===== config.mk =====
export PLATFORM = sky130hd
export DESIGN_NAME = bcd_sub_serial
export DESIGN_NICKNAME = d
export VERILOG_FILES = /design/src/rtl/bcd_sub_serial.sv
export SDC_FILE = /design/constraint.sdc
export NUM_CORES = 1
export LEC_CHECK = 0
export CORE_MARGIN = 2
export CORE_UTILIZATION = 50
export CTS_CLUSTER_DIAMETER = 30
export DETAILED_ROUTE_END_ITERATION = 7
export HOLD_SLACK_MARGIN = 0.06
export PLACE_DENSITY = 0.76
export SLEW_MARGIN = 10
export SYNTH_ARGS = -nofsm -noshare
export SYNTH_HDL_FRONTEND = slang
export SYNTH_SLANG_ARGS = --single-unit

===== constraint.sdc =====
create_clock -name i_clk -period 3.1 [get_ports i_clk]
set_input_delay 0.465 -clock i_clk [delete_from_list [all_inputs] [get_ports i_clk]]
set_output_delay 0.465 -clock i_clk [all_outputs]
set_load 0.01 [all_outputs]

===== src/rtl/bcd_sub_serial.sv =====
// -----------------------------------------------------------------------------
// bcd_sub_serial
//   Digit-serial packed-BCD subtractor. Computes D = A - B one decimal digit
//   per clock, least-significant digit first, carrying a decimal borrow.
//   When A < B the result is the ten's complement (A - B + 10^DIGITS) and
//   o_bout is set. Any operand digit above 9 sets o_err and forces D/Bout to 0.
//
// Ports
//   i_clk        rising-edge clock
//   i_rst_n      synchronous active-low reset
//   i_in_valid   operand pair valid
//   o_in_ready   block can accept operands (IDLE only)
//   i_a, i_b     minuend / subtrahend, packed BCD, digit 0 in bits [3:0]
//   o_out_valid  result valid
//   i_out_ready  consumer accepts result
//   o_d          difference, packed BCD
//   o_bout       final decimal borrow (A < B)
//   o_err        an operand digit was illegal (> 9)
// -----------------------------------------------------------------------------
module bcd_sub_serial #(
    parameter int unsigned DIGITS = 2
) (
    input  logic                  i_clk,
    input  logic                  i_rst_n,
    input  logic                  i_in_valid,
    output logic                  o_in_ready,
    input  logic [4*DIGITS-1:0]   i_a,
    input  logic [4*DIGITS-1:0]   i_b,
    output logic                  o_out_valid,
    input  logic                  i_out_ready,
    output logic [4*DIGITS-1:0]   o_d,
    output logic                  o_bout,
    output logic                  o_err
);

    localparam int unsigned W  = 4 * DIGITS;
    localparam int unsigned IW = (DIGITS > 1) ? $clog2(DIGITS) : 1;

    typedef enum logic [1:0] {StIdle, StCalc, StDone} state_e;

    state_e          r_state;
    state_e          w_state_next;
    logic            w_accept;
    logic            w_last;

    // Working operands shift right one digit per CALC cycle so the current
    // digit is always in bits [3:0].
    logic [W-1:0]    r_a;
    logic [W-1:0]    r_b;
    logic [W-1:0]    r_diff;
    logic [IW-1:0]   r_idx;
    logic            r_borrow;
    logic            r_bad;

    logic            r_in_ready;
    logic            r_out_valid;
    logic [W-1:0]    r_d;
    logic            r_bout;
    logic            r_err;

    logic            w_bad;
    logic [4:0]      w_t;
    logic            w_neg;
    logic [3:0]      w_d;
    logic [W-1:0]    w_diff_next;

    // Illegal-digit check on the incoming operands.
    always_comb begin
        w_bad = 1'b0;
        for (int i = 0; i < int'(DIGITS); i++) begin
            if (i_a[4*i +: 4] > 4'd9 || i_b[4*i +: 4] > 4'd9) begin
                w_bad = 1'b1;
            end
        end
    end

    // One decimal digit of subtraction; 5-bit two's complement covers -16..15.
    always_comb begin
        w_t   = {1'b0, r_a[3:0]} - {1'b0, r_b[3:0]} - {4'b0000, r_borrow};
        w_neg = w_t[4];
        // Low nibble of (t + 10) mod 16 equals t + 10 for t in -10..-1.
        w_d   = w_neg ? (w_t[3:0] + 4'd10) : w_t[3:0];
        // New digit enters at the top; after DIGITS shifts digit 0 is at the bottom.
        w_diff_next = (r_diff >> 4) | (W'(w_d) << (W - 4));
    end

    // Next-state logic.
    always_comb begin
        w_state_next = r_state;
        w_accept     = 1'b0;
        w_last       = 1'b0;
        unique case (r_state)
            StIdle: begin
                if (i_in_valid && r_in_ready) begin
                    w_accept     = 1'b1;
                    w_state_next = StCalc;
                end
            end
            StCalc: begin
                if (r_idx == IW'(DIGITS - 1)) begin
                    w_last       = 1'b1;
                    w_state_next = StDone;
                end
            end
            StDone: begin
                if (i_out_ready) begin
                    w_state_next = StIdle;
                end
            end
            default: w_state_next = StIdle;
        endcase
    end

    always_ff @(posedge i_clk) begin
        if (!i_rst_n) begin
            r_state     <= StIdle;
            r_a         <= '0;
            r_b         <= '0;
            r_diff      <= '0;
            r_idx       <= '0;
            r_borrow    <= 1'b0;
            r_bad       <= 1'b0;
            r_in_ready  <= 1'b0;
            r_out_valid <= 1'b0;
            r_d         <= '0;
            r_bout      <= 1'b0;
            r_err       <= 1'b0;
        end else begin
            r_state     <= w_state_next;
            // Handshake flags track the state being entered so they are registered.
            r_in_ready  <= (w_state_next == StIdle);
            r_out_valid <= (w_state_next == StDone);

            if (w_accept) begin
                r_a      <= i_a;
                r_b      <= i_b;
                r_diff   <= '0;
                r_idx    <= '0;
                r_borrow <= 1'b0;
                r_bad    <= w_bad;
            end else if (r_state == StCalc) begin
                r_a      <= r_a >> 4;
                r_b      <= r_b >> 4;
                r_diff   <= w_diff_next;
                r_idx    <= r_idx + IW'(1);
                r_borrow <= w_neg;
            end

            // Result registers are loaded once and then held through DONE.
            if (w_last) begin
                r_d    <= r_bad ? '0 : w_diff_next;
                r_bout <= r_bad ? 1'b0 : w_neg;
                r_err  <= r_bad;
            end
        end
    end

    assign o_in_ready  = r_in_ready;
    assign o_out_valid = r_out_valid;
    assign o_d         = r_d;
    assign o_bout      = r_bout;
    assign o_err       = r_err;

endmodule


Fig. 1: clock network drawn from the DEF
Bar = 20 um.
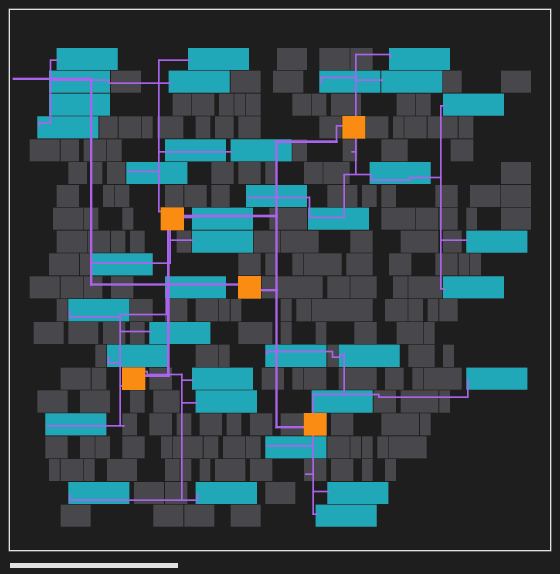
Key: flip-flops = cyan [count 37]; clock wires = purple [length 451 um]; cells driving clock nets = orange [count 5]
Position of the flops: all over the die.

Fig. 2: register map, names as in the netlist
Other sequential cells in the stronger grey, the rest of the logic in the fainter grey.
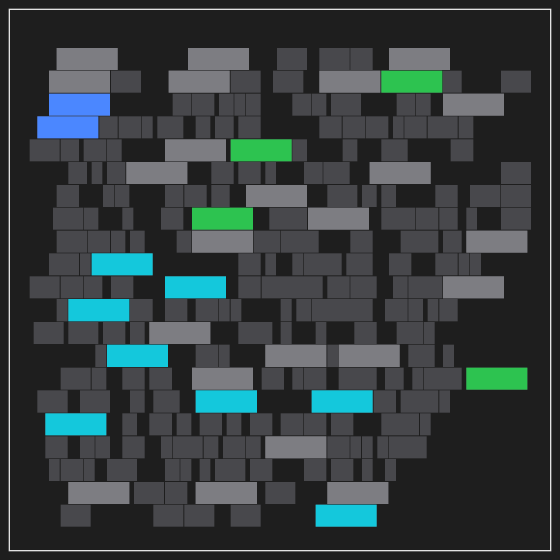
Key: r_a = cyan [flops 8]; r_diff = green [flops 4]; r_state = blue [flops 2]
Another 23 sequential cells are not coloured.

==> out/qor.json <==
{
  "status": {
    "status": "finished clean"
  },
  "setup_path": {
    "worst-r2r-setup-slack_ps": 370,
    "critical_path.startpoint_type": "register",
    "slowest_delay_ps": 460,
    "start_of_the_worst_register_to_register_path": "r_b[0]"
  },
  "finish": {
    "layout.non_clock_buffers": 33,
    "area_share_clock_buf_inv_pct": 2.52,
    "final_layout_top_logic_cells": "sky130_fd_sc_hd__dfxtp_1, sky130_fd_sc_hd__clkdlybuf4s50_1, sky130_fd_sc_hd__nand2_1, sky130_fd_sc_hd__a21boi_0, sky130_fd_sc_hd__nand3_1",
    "non_cts_inverters": 8,
    "finalInstanceArea_sq_mm": 0.00218
  },
  "worst_hold_path": {
    "worst_hold_path.endpoint": "o_err"
  },
  "grt": {
    "grt_util_met1_pct": 23.3,
    "grt_util_met3_pct": 5.63
  },
  "logic_synthesis": {
    "mappedNetlistArea_sq_mm": 0.00182,
    "mux_area_share_pct": 0
  },
  "power": {
    "total_switching_power_mw": 0.315,
    "total_power_mw": 1.01,
    "clkPwrFrac_pct": 25.0
  },
  "placement": {
    "place.gp.congestion": 0.790,
    "placement.cell_area_sq_mm": 0.00213
  },
  "drt": {
    "met3RoutedLength_um": 152
  },
  "sta": {
    "worst_slew_margin_rel_pct": 54.3,
    "report.final.setup_viol": 0
  }
}
Power and IR drop assume default switching activity.
